## src/rtl/acl_cfg_pkg.sv

```systemverilog
// Shared types and constants for the ADXL362 threshold/timer preset sequencer.
package acl_cfg_pkg;

    typedef enum logic [1:0] {
        ST_IDLE,
        ST_WAIT,
        ST_GAP,
        ST_DONE
    } t_cfgseq_state;

    localparam logic [7:0] ADDR_THRESH_ACT_L   = 8'h20;
    localparam logic [7:0] ADDR_THRESH_ACT_H   = 8'h21;
    localparam logic [7:0] ADDR_TIME_ACT       = 8'h22;
    localparam logic [7:0] ADDR_THRESH_INACT_L = 8'h23;
    localparam logic [7:0] ADDR_THRESH_INACT_H = 8'h24;
    localparam logic [7:0] ADDR_TIME_INACT_L   = 8'h25;
    localparam logic [7:0] ADDR_TIME_INACT_H   = 8'h26;
    localparam logic [7:0] ADDR_POWER_CTL      = 8'h2D;

    localparam logic [3:0]  c_cfg_last_step = 4'd8;
    localparam logic [10:0] c_thresh_max    = 11'd2047;

endpackage

```

## src/rtl/cfg_step_rom.sv

```systemverilog
// Maps a sequence step index and preset values to the ADXL362 register write,
// applying the 11-bit threshold and 8-bit activity-time saturation.
module cfg_step_rom
    import acl_cfg_pkg::*;
#(
    parameter logic [7:0] parm_power_ctl_measure = 8'h02,
    parameter logic [7:0] parm_power_ctl_standby = 8'h00
) (
    input  logic [3:0]  i_step,
    input  logic [15:0] i_thresh,
    input  logic [15:0] i_timer,
    output logic [7:0]  o_addr,
    output logic [7:0]  o_data
);

    logic [10:0] thr_sat;
    logic [7:0]  tact_sat;

    assign thr_sat  = (i_thresh > 16'd2047) ? c_thresh_max : i_thresh[10:0];
    assign tact_sat = (i_timer > 16'd255) ? 8'hFF : i_timer[7:0];

    always_comb begin
        o_addr = 8'h00;
        o_data = 8'h00;
        case (i_step)
            4'd0: begin o_addr = ADDR_POWER_CTL;      o_data = parm_power_ctl_standby;  end
            4'd1: begin o_addr = ADDR_THRESH_ACT_L;   o_data = thr_sat[7:0];            end
            4'd2: begin o_addr = ADDR_THRESH_ACT_H;   o_data = {5'b0, thr_sat[10:8]};   end
            4'd3: begin o_addr = ADDR_TIME_ACT;       o_data = tact_sat;                end
            4'd4: begin o_addr = ADDR_THRESH_INACT_L; o_data = thr_sat[7:0];            end
            4'd5: begin o_addr = ADDR_THRESH_INACT_H; o_data = {5'b0, thr_sat[10:8]};   end
            4'd6: begin o_addr = ADDR_TIME_INACT_L;   o_data = i_timer[7:0];            end
            4'd7: begin o_addr = ADDR_TIME_INACT_H;   o_data = i_timer[15:8];           end
            4'd8: begin o_addr = ADDR_POWER_CTL;      o_data = parm_power_ctl_measure;  end
            default: begin o_addr = 8'h00;            o_data = 8'h00;                   end
        endcase
    end

endmodule

```

## src/rtl/thresh_preset_cfg_sequencer.sv

```systemverilog
// Writes the active threshold/timer preset to the ADXL362 as a nine-step
// req/ack register sequence. Define THRESH_CFG_ACK_TIMEOUT_EN for ack timeout.
module thresh_preset_cfg_sequencer
    import acl_cfg_pkg::*;
#(
    parameter logic [7:0]  parm_power_ctl_measure = 8'h02,
    parameter logic [7:0]  parm_power_ctl_standby = 8'h00,
    parameter logic [15:0] parm_ack_timeout       = 16'd50000
) (
    input  logic        i_clk_20mhz,
    input  logic        i_rstn_20mhz,
    input  logic        i_enable,
    input  logic [3:0]  i_preset_enum,
    input  logic [15:0] i_preset_thresh,
    input  logic [15:0] i_preset_timer,
    output logic        o_wr_req,
    output logic [7:0]  o_wr_addr,
    output logic [7:0]  o_wr_data,
    input  logic        i_wr_ack,
    output logic        o_cfg_busy,
    output logic        o_cfg_done,
    output logic [3:0]  o_cfg_enum,
    output logic        o_cfg_error
);

    t_cfgseq_state state_q, state_d;
    logic [3:0]  step_q, step_d;
    logic [3:0]  enum_lat_q, enum_lat_d;
    logic [15:0] thresh_lat_q, thresh_lat_d;
    logic [15:0] timer_lat_q, timer_lat_d;
    logic        wr_req_q, wr_req_d;
    logic [7:0]  wr_addr_q, wr_addr_d;
    logic [7:0]  wr_data_q, wr_data_d;
    logic        busy_q, busy_d;
    logic        done_q, done_d;
    logic [3:0]  cfg_enum_q, cfg_enum_d;
    logic        valid_q, valid_d;
`ifdef THRESH_CFG_ACK_TIMEOUT_EN
    logic [15:0] ack_cnt_q, ack_cnt_d;
    logic        error_q, error_d;
`endif

    // The ROM only matters when loading a new write: step 0 from live inputs
    // on trigger, otherwise the step after the current one from latched values.
    logic [3:0]  rom_step;
    logic [15:0] rom_thresh, rom_timer;
    logic [7:0]  rom_addr, rom_data;
    logic        trigger;

    assign rom_step   = (state_q == ST_IDLE) ? 4'd0 : step_q + 4'd1;
    assign rom_thresh = (state_q == ST_IDLE) ? i_preset_thresh : thresh_lat_q;
    assign rom_timer  = (state_q == ST_IDLE) ? i_preset_timer : timer_lat_q;
    assign trigger    = i_enable && (!valid_q || (i_preset_enum != cfg_enum_q));

    cfg_step_rom #(
        .parm_power_ctl_measure(parm_power_ctl_measure),
        .parm_power_ctl_standby(parm_power_ctl_standby)
    ) u_step_rom (
        .i_step  (rom_step),
        .i_thresh(rom_thresh),
        .i_timer (rom_timer),
        .o_addr  (rom_addr),
        .o_data  (rom_data)
    );

    always_comb begin
        state_d      = state_q;
        step_d       = step_q;
        enum_lat_d   = enum_lat_q;
        thresh_lat_d = thresh_lat_q;
        timer_lat_d  = timer_lat_q;
        wr_req_d     = wr_req_q;
        wr_addr_d    = wr_addr_q;
        wr_data_d    = wr_data_q;
        busy_d       = busy_q;
        done_d       = 1'b0;
        cfg_enum_d   = cfg_enum_q;
        valid_d      = valid_q;
`ifdef THRESH_CFG_ACK_TIMEOUT_EN
        ack_cnt_d    = ack_cnt_q;
        error_d      = 1'b0;
`endif
        case (state_q)
            ST_IDLE: begin
                if (trigger) begin
                    enum_lat_d   = i_preset_enum;
                    thresh_lat_d = i_preset_thresh;
                    timer_lat_d  = i_preset_timer;
                    step_d       = 4'd0;
                    wr_req_d     = 1'b1;
                    busy_d       = 1'b1;
                    wr_addr_d    = rom_addr;
                    wr_data_d    = rom_data;
                    state_d      = ST_WAIT;
`ifdef THRESH_CFG_ACK_TIMEOUT_EN
                    ack_cnt_d    = 16'd0;
`endif
                end
            end
            ST_WAIT: begin
                if (i_wr_ack) begin
                    wr_req_d = 1'b0;
                    if (step_q == c_cfg_last_step) begin
                        done_d     = 1'b1;
                        busy_d     = 1'b0;
                        cfg_enum_d = enum_lat_q;
                        valid_d    = 1'b1;
                        state_d    = ST_DONE;
                    end else begin
                        step_d    = step_q + 4'd1;
                        wr_addr_d = rom_addr;
                        wr_data_d = rom_data;
                        state_d   = ST_GAP;
                    end
                end
`ifdef THRESH_CFG_ACK_TIMEOUT_EN
                else if (ack_cnt_q == parm_ack_timeout - 16'd1) begin
                    wr_req_d = 1'b0;
                    busy_d   = 1'b0;
                    error_d  = 1'b1;
                    state_d  = ST_IDLE;
                end else begin
                    ack_cnt_d = ack_cnt_q + 16'd1;
                end
`endif
            end
            ST_GAP: begin
                wr_req_d = 1'b1;
                state_d  = ST_WAIT;
`ifdef THRESH_CFG_ACK_TIMEOUT_EN
                ack_cnt_d = 16'd0;
`endif
            end
            ST_DONE: begin
                state_d = ST_IDLE;
            end
            default: begin
                state_d = ST_IDLE;
            end
        endcase
    end

    always_ff @(posedge i_clk_20mhz or negedge i_rstn_20mhz) begin
        if (!i_rstn_20mhz) begin
            state_q      <= ST_IDLE;
            step_q       <= 4'd0;
            enum_lat_q   <= 4'h0;
            thresh_lat_q <= 16'h0000;
            timer_lat_q  <= 16'h0000;
            wr_req_q     <= 1'b0;
            wr_addr_q    <= 8'h00;
            wr_data_q    <= 8'h00;
            busy_q       <= 1'b0;
            done_q       <= 1'b0;
            cfg_enum_q   <= 4'h0;
            valid_q      <= 1'b0;
`ifdef THRESH_CFG_ACK_TIMEOUT_EN
            ack_cnt_q    <= 16'd0;
            error_q      <= 1'b0;
`endif
        end else begin
            state_q      <= state_d;
            step_q       <= step_d;
            enum_lat_q   <= enum_lat_d;
            thresh_lat_q <= thresh_lat_d;
            timer_lat_q  <= timer_lat_d;
            wr_req_q     <= wr_req_d;
            wr_addr_q    <= wr_addr_d;
            wr_data_q    <= wr_data_d;
            busy_q       <= busy_d;
            done_q       <= done_d;
            cfg_enum_q   <= cfg_enum_d;
            valid_q      <= valid_d;
`ifdef THRESH_CFG_ACK_TIMEOUT_EN
            ack_cnt_q    <= ack_cnt_d;
            error_q      <= error_d;
`endif
        end
    end

    assign o_wr_req   = wr_req_q;
    assign o_wr_addr  = wr_addr_q;
    assign o_wr_data  = wr_data_q;
    assign o_cfg_busy = busy_q;
    assign o_cfg_done = done_q;
    assign o_cfg_enum = cfg_enum_q;
`ifdef THRESH_CFG_ACK_TIMEOUT_EN
    assign o_cfg_error = error_q;
`else
    assign o_cfg_error = 1'b0;
`endif

endmodule

```

## config.mk

```make
export PLATFORM = sky130hd
export DESIGN_NAME = thresh_preset_cfg_sequencer
export DESIGN_NICKNAME = d
export VERILOG_FILES = /design/src/rtl/acl_cfg_pkg.sv /design/src/rtl/cfg_step_rom.sv /design/src/rtl/thresh_preset_cfg_sequencer.sv
export SDC_FILE = /design/constraint.sdc
export NUM_CORES = 1
export LEC_CHECK = 0
export ABC_CLOCK_PERIOD_IN_PS = 2950
export CAP_MARGIN = 20
export CORE_MARGIN = 2
export CORE_UTILIZATION = 53
export CTS_CLUSTER_DIAMETER = 60
export CTS_CLUSTER_SIZE = 40
export DETAILED_ROUTE_END_ITERATION = 8
export GPL_TIMING_DRIVEN = 0
export PLACE_DENSITY = 0.8
export RECOVER_POWER = 100
export SETUP_SLACK_MARGIN = 0.02
export SYNTH_ARGS = -nofsm -noshare
export SYNTH_HDL_FRONTEND = slang
export SYNTH_HIERARCHICAL = 1
export SYNTH_SLANG_ARGS = --single-unit
```

## constraint.sdc

```tcl
create_clock -name i_clk_20mhz -period 2.95 [get_ports i_clk_20mhz]
set_input_delay 0.295 -clock i_clk_20mhz [delete_from_list [all_inputs] [get_ports i_clk_20mhz]]
set_output_delay 0.295 -clock i_clk_20mhz [all_outputs]
set_load 0.1 [all_outputs]
```

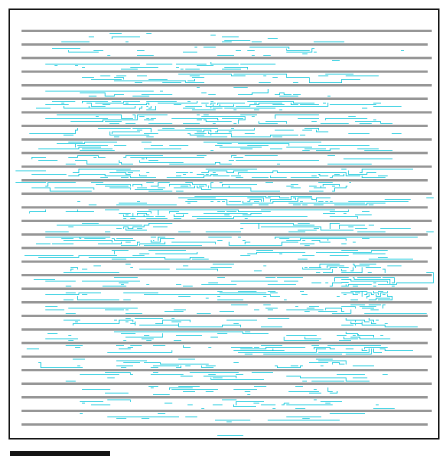
(run_1/m1.png)
The bar under the picture is 20 um long. Supply wires on this layer in gray.
The wires run mostly horizontal. The layer holds 45% of the routed length. The layer carries 3300 um of wire. The longest straight run is 28.5 um.
GR Layer Usage met1: 29.2%
vias post-DR: 2507

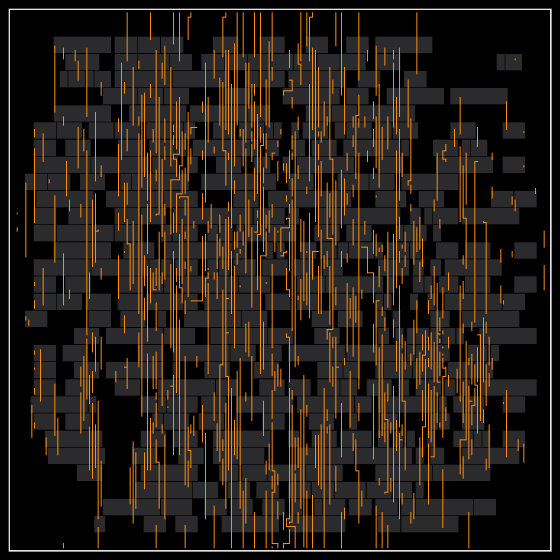
(run_1/m2.png)
Cells faint in the background.
375 nets have wire on it. The wires run mostly vertical. The layer holds 50% of the routed length. The layer carries 3680 um of wire. The longest straight run is 37.4 um.
WL final: 7370 um
met2 Track Usage GR: 34.7%

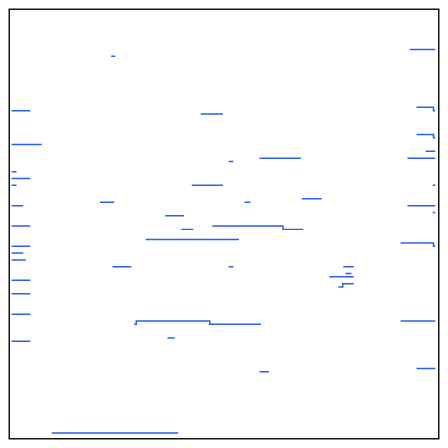
(run_1/m3.png)
The layer holds 3.0% of the routed length. The wires run mostly horizontal. 38 nets have wire on it. The layer carries 222 um of wire.
grt met3 use: 3.27%

==> results.sh, run 1 <==
# flow metrics
export IMPL_outcome="finished, violations left"
export IMPL_violations="design-rule violations, max-capacitance violations, max-slew violations"
export IMPL_gr_usage_all_layers_pct=21.8
export IMPL_comb_area_share_pct=38.6
export IMPL_r2r_end="o_wr_data[6]"
export IMPL_tightest_slew_ns=1.63
export IMPL_fin_cells=452
export IMPL_final_hold_viol_count=0
export IMPL_routedWlPerCell_um=16.3
export IMPL_place_port_buffers=62
export IMPL_edf_count=0
export IMPL_cp_end_kind="register"
export IMPL_critPathKind="reg2reg"
export IMPL_fmax_mhz=370
export IMPL_yosysChipArea_mm2=0.00355
export IMPL_ys_warn_count=6
export IMPL_cts_resized=0
export IMPL_arrival_ns=2.93
export IMPL_seq_cells=66
export IMPL_path_cells="nor2_1 -> clkbuf_4 -> buf_4 -> mux2_2 -> nor3_1 -> nand2_1 -> clkbuf_1 -> o21ai_0 -> nand4_1 -> mux2_1"
export IMPL_synth_top_area_share_pct=46.6
export IMPL_r2r_cells=10
export IMPL_grt_first_pass_wirelength_um=12300
export IMPL_synthCells=295
export IMPL_utilization_pct=68.3
export IMPL_finalMaxSlewViolations=67
export IMPL_crit_path_end="o_wr_data[6]"
export IMPL_drc=3
export IMPL_reg2reg_from="state_q[1]"
export IMPL_rsz0062_at_grt="no"
export IMPL_die_area_mm2=0.00736
export IMPL_hold_slack_ns=0.357
export IMPL_synthFlopType="dfrtp_1"
export IMPL_yosys_top_cells_count="mux2_2 (76), dfrtp_1 (66), o21ai_0 (20)"
export IMPL_ys_ff=66
export IMPL_slew_headroom_pct=-8.39
export IMPL_placed_area_mm2=0.00427
export IMPL_antenna_found_initial=0
export IMPL_cts_sinks=66
export IMPL_drv_cap=1
export IMPL_cp_max_fo=10
export IMPL_seq_share_pct=37.7
export IMPL_top_area_cell="dfrtp_1"
export IMPL_postCtsSetupRepairBufs=0
export IMPL_cpPeakStageDelay_ns=0.45
export IMPL_final_nets=412
export IMPL_hold_path_class="in2async"
export IMPL_numCtsBuffers=9
export IMPL_wl_met2_um=3680
export IMPL_lay_top_count="mux2_2"
export IMPL_tritoncts="done"
export IMPL_detail_route_first_pass_iterations=6
==> run 1: cells by family (layout without fill, tap and decap cells) <==
kind of cell / after synthesis / in the layout / synth area share (%)
AOI/OAI and AO/OA: 34 / 34 / 5.79
buffers and inverters: 25 / 103 / 4.45
xor gates and xnor gates: 7 / 7 / 2.15
DFF: 66 / 66 / 46.6
other: 2 / 4 / 0.212
and+or+nand+nor: 68 / 68 / 10.3
adders and majority gates: 2 / 2 / 0.706
muxes: 91 / 91 / 29.9
==> run 1: critical path: cells and delay by family (launching register included) <==
kind / cells / cell delay (ns)
and+or+nand+nor: 4 / 0.55
muxes: 2 / 0.66
AOI/OAI and AO/OA: 1 / 0.24
DFF: 1 / 0.45
buffers and inverters: 3 / 0.67
==> run_1/congestion_map.png <==
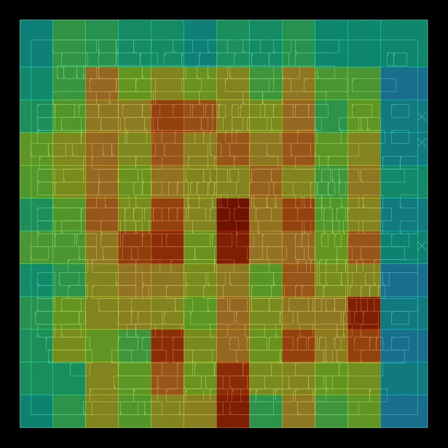

==> run 1 -> run 2 <==
--- a/config.mk
+++ b/config.mk
@@ -5,9 +5,9 @@
 export SDC_FILE = /design/constraint.sdc
 export NUM_CORES = 1
 export LEC_CHECK = 0
-export ABC_CLOCK_PERIOD_IN_PS = 2950
+export ABC_CLOCK_PERIOD_IN_PS = 2550
 export CAP_MARGIN = 20
-export CORE_MARGIN = 2
+export CORE_MARGIN = 10
 export CORE_UTILIZATION = 53
 export CTS_CLUSTER_DIAMETER = 60
 export CTS_CLUSTER_SIZE = 40
==> constraint.sdc (replaced) <==
create_clock -name i_clk_20mhz -period 2.55 [get_ports i_clk_20mhz]
set_input_delay 0.255 -clock i_clk_20mhz [delete_from_list [all_inputs] [get_ports i_clk_20mhz]]
set_output_delay 0.255 -clock i_clk_20mhz [all_outputs]
set_load 0.1 [all_outputs]
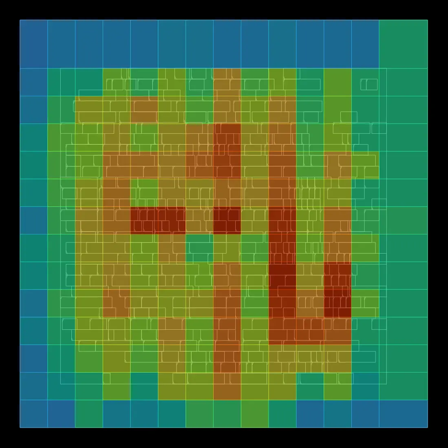
(run_2/congestion_map.png)
GR Layer Usage met1: 20.4%
grt met3 use: 3.06%
Post-Route Utilization: 69.7%
global route hottest layer: met2
WL/cell: 17.4 um

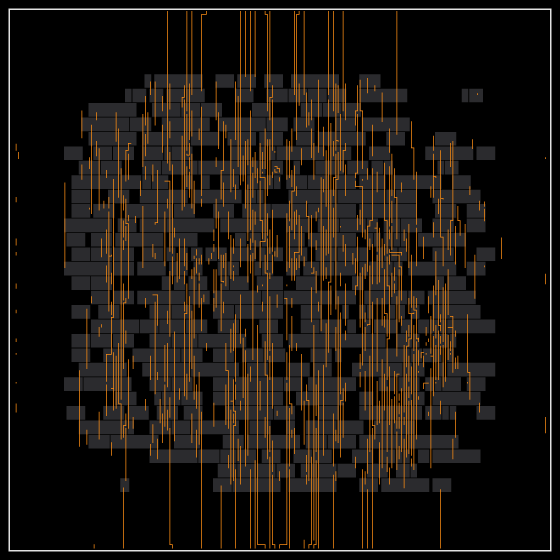
(run_2/m2.png)
Cells faint in the background.
The longest straight run is 43.5 um. The layer carries 4050 um of wire. 375 nets have wire on it.
vias post-DR: 2500
met2 Track Usage GR: 26.3%
WL final: 7910 um

==> run 2 against run 1 <==
  * The run ends with max-capacitance violations, max-slew violations left
  * Final cell count grew 0.66%
  * Clock-buffer cell count grew 3
  * Worst hold slack lost 0.035 ns
  * Sequential share of layout area shrank 0.72 points
  * Design area grew 2.1%
  * Via count shrank 0.28%
  * Routed wire length grew 7.2%
  * Register-to-register slack lost 0.08 ns
  * Largest cell class unchanged
  * Highest routed layer unchanged
==> results.sh, run 2 <==
# flow metrics
export IMPL_ys_sh_xor_pct=2.15
export IMPL_cts_buffer_depth=2
export IMPL_synth_top_area_share_pct=46.6
export IMPL_grt_max_degree=67
export IMPL_final_nets=415
export IMPL_core_area_mm2=0.00642
export IMPL_detail_route_first_pass_iterations=4
export IMPL_cp_end_kind="register"
export IMPL_cts_resized=12
export IMPL_drv_cap=1
export IMPL_ys_warn_count=6
export IMPL_yosysChipArea_mm2=0.00355
export IMPL_ys_sh_mux_pct=29.9
export IMPL_slew_headroom_pct=-9.44
export IMPL_netlist_area_mm2=0.00355
export IMPL_top_area_cell="dfrtp_1"
export IMPL_die_area_mm2=0.0104
export IMPL_numCtsBuffers=9
export IMPL_yosysMostFrequentCell="mux2_2"
export IMPL_fin_cells=455
export IMPL_fmax_mhz=421
export IMPL_grt_first_pass_wirelength_um=13200
export IMPL_yosys_top_cells_area="dfrtp_1 (47%), mux2_2 (24%), mux2_4 (4.2%)"
export IMPL_grt_pass1_vias=2683
export IMPL_tritoncts="done"
export IMPL_logic_family="multiplexers"
export IMPL_lay_top_count="mux2_2"
export IMPL_hold_slack_ns=0.323
export IMPL_path_cells="nor2_4 -> buf_8 -> buf_6 -> mux2_2 -> nor4_2 -> nand2_1 -> o21ai_0 -> nand4_1 -> mux2_4"
export IMPL_ys_sh_aoi_pct=5.79
export IMPL_violations="max-capacitance violations, max-slew violations"
export IMPL_crit_buf_inv=2
export IMPL_synthCells=295
export IMPL_antenna_found_initial=0
export IMPL_critPathTopFamily="simple AND/OR/NAND/NOR gates"
export IMPL_rsz0062_at_grt="no"
export IMPL_synthFlopType="dfrtp_1"
export IMPL_yosys_top_cells_count="mux2_2 (76), dfrtp_1 (66), o21ai_0 (20)"
export IMPL_ys_sh_adder_pct=0.706
export IMPL_postCtsSetupRepairBufs=0
export IMPL_largestRegisters="thresh_lat_q: 16 flops, timer_lat_q: 16 flops"
export IMPL_tightest_slew_ns=1.64
export IMPL_placed_area_mm2=0.00427
export IMPL_outcome="finished, violations left"
export IMPL_arrival_ns=2.59
export IMPL_wl_met3_um=322
export IMPL_cts_sinks=66
export IMPL_reg2reg_from="state_q[0]"
export IMPL_cpPeakStageDelay_ns=0.44
export IMPL_hold_path_class="in2async"
export IMPL_cp_max_fo=10
export IMPL_gr_usage_all_layers_pct=16.2
export IMPL_edf_count=0
export IMPL_place_port_buffers=62
export IMPL_yosys_area_share_simple_pct=10.3
export IMPL_finalMaxSlewViolations=67
export IMPL_ys_ff=66
export IMPL_wl_met2_um=4050
[run 2: final cells by class]
| class | count | share of cell area, % |
|---|---|---|
| Timing Repair Buffer | 65 | 14.3 |
| Tap cell | 77 | 2.15 |
| Buffer | 17 | 3.13 |
| Clock buffer | 14 | 3.63 |
| Clock inverter | 2 | 0.783 |
| Inverter | 8 | 0.671 |
| Sequential cell | 66 | 36.9 |
| Multi-Input combinational cell | 206 | 38.4 |
[run 2: worst paths after layout]
kind	cells after the start	slack (ns)	to
min	1	0.32	thresh_lat_q[12]
max reg2reg	9	0.17	o_wr_data[2]
max	9	0.17	o_wr_data[2]
max in group asynchronous	1	1.14	state_q[0]
min in group i_clk_20mhz	1	0.48	o_wr_data[0]
min reg2reg	1	0.48	o_wr_data[0]
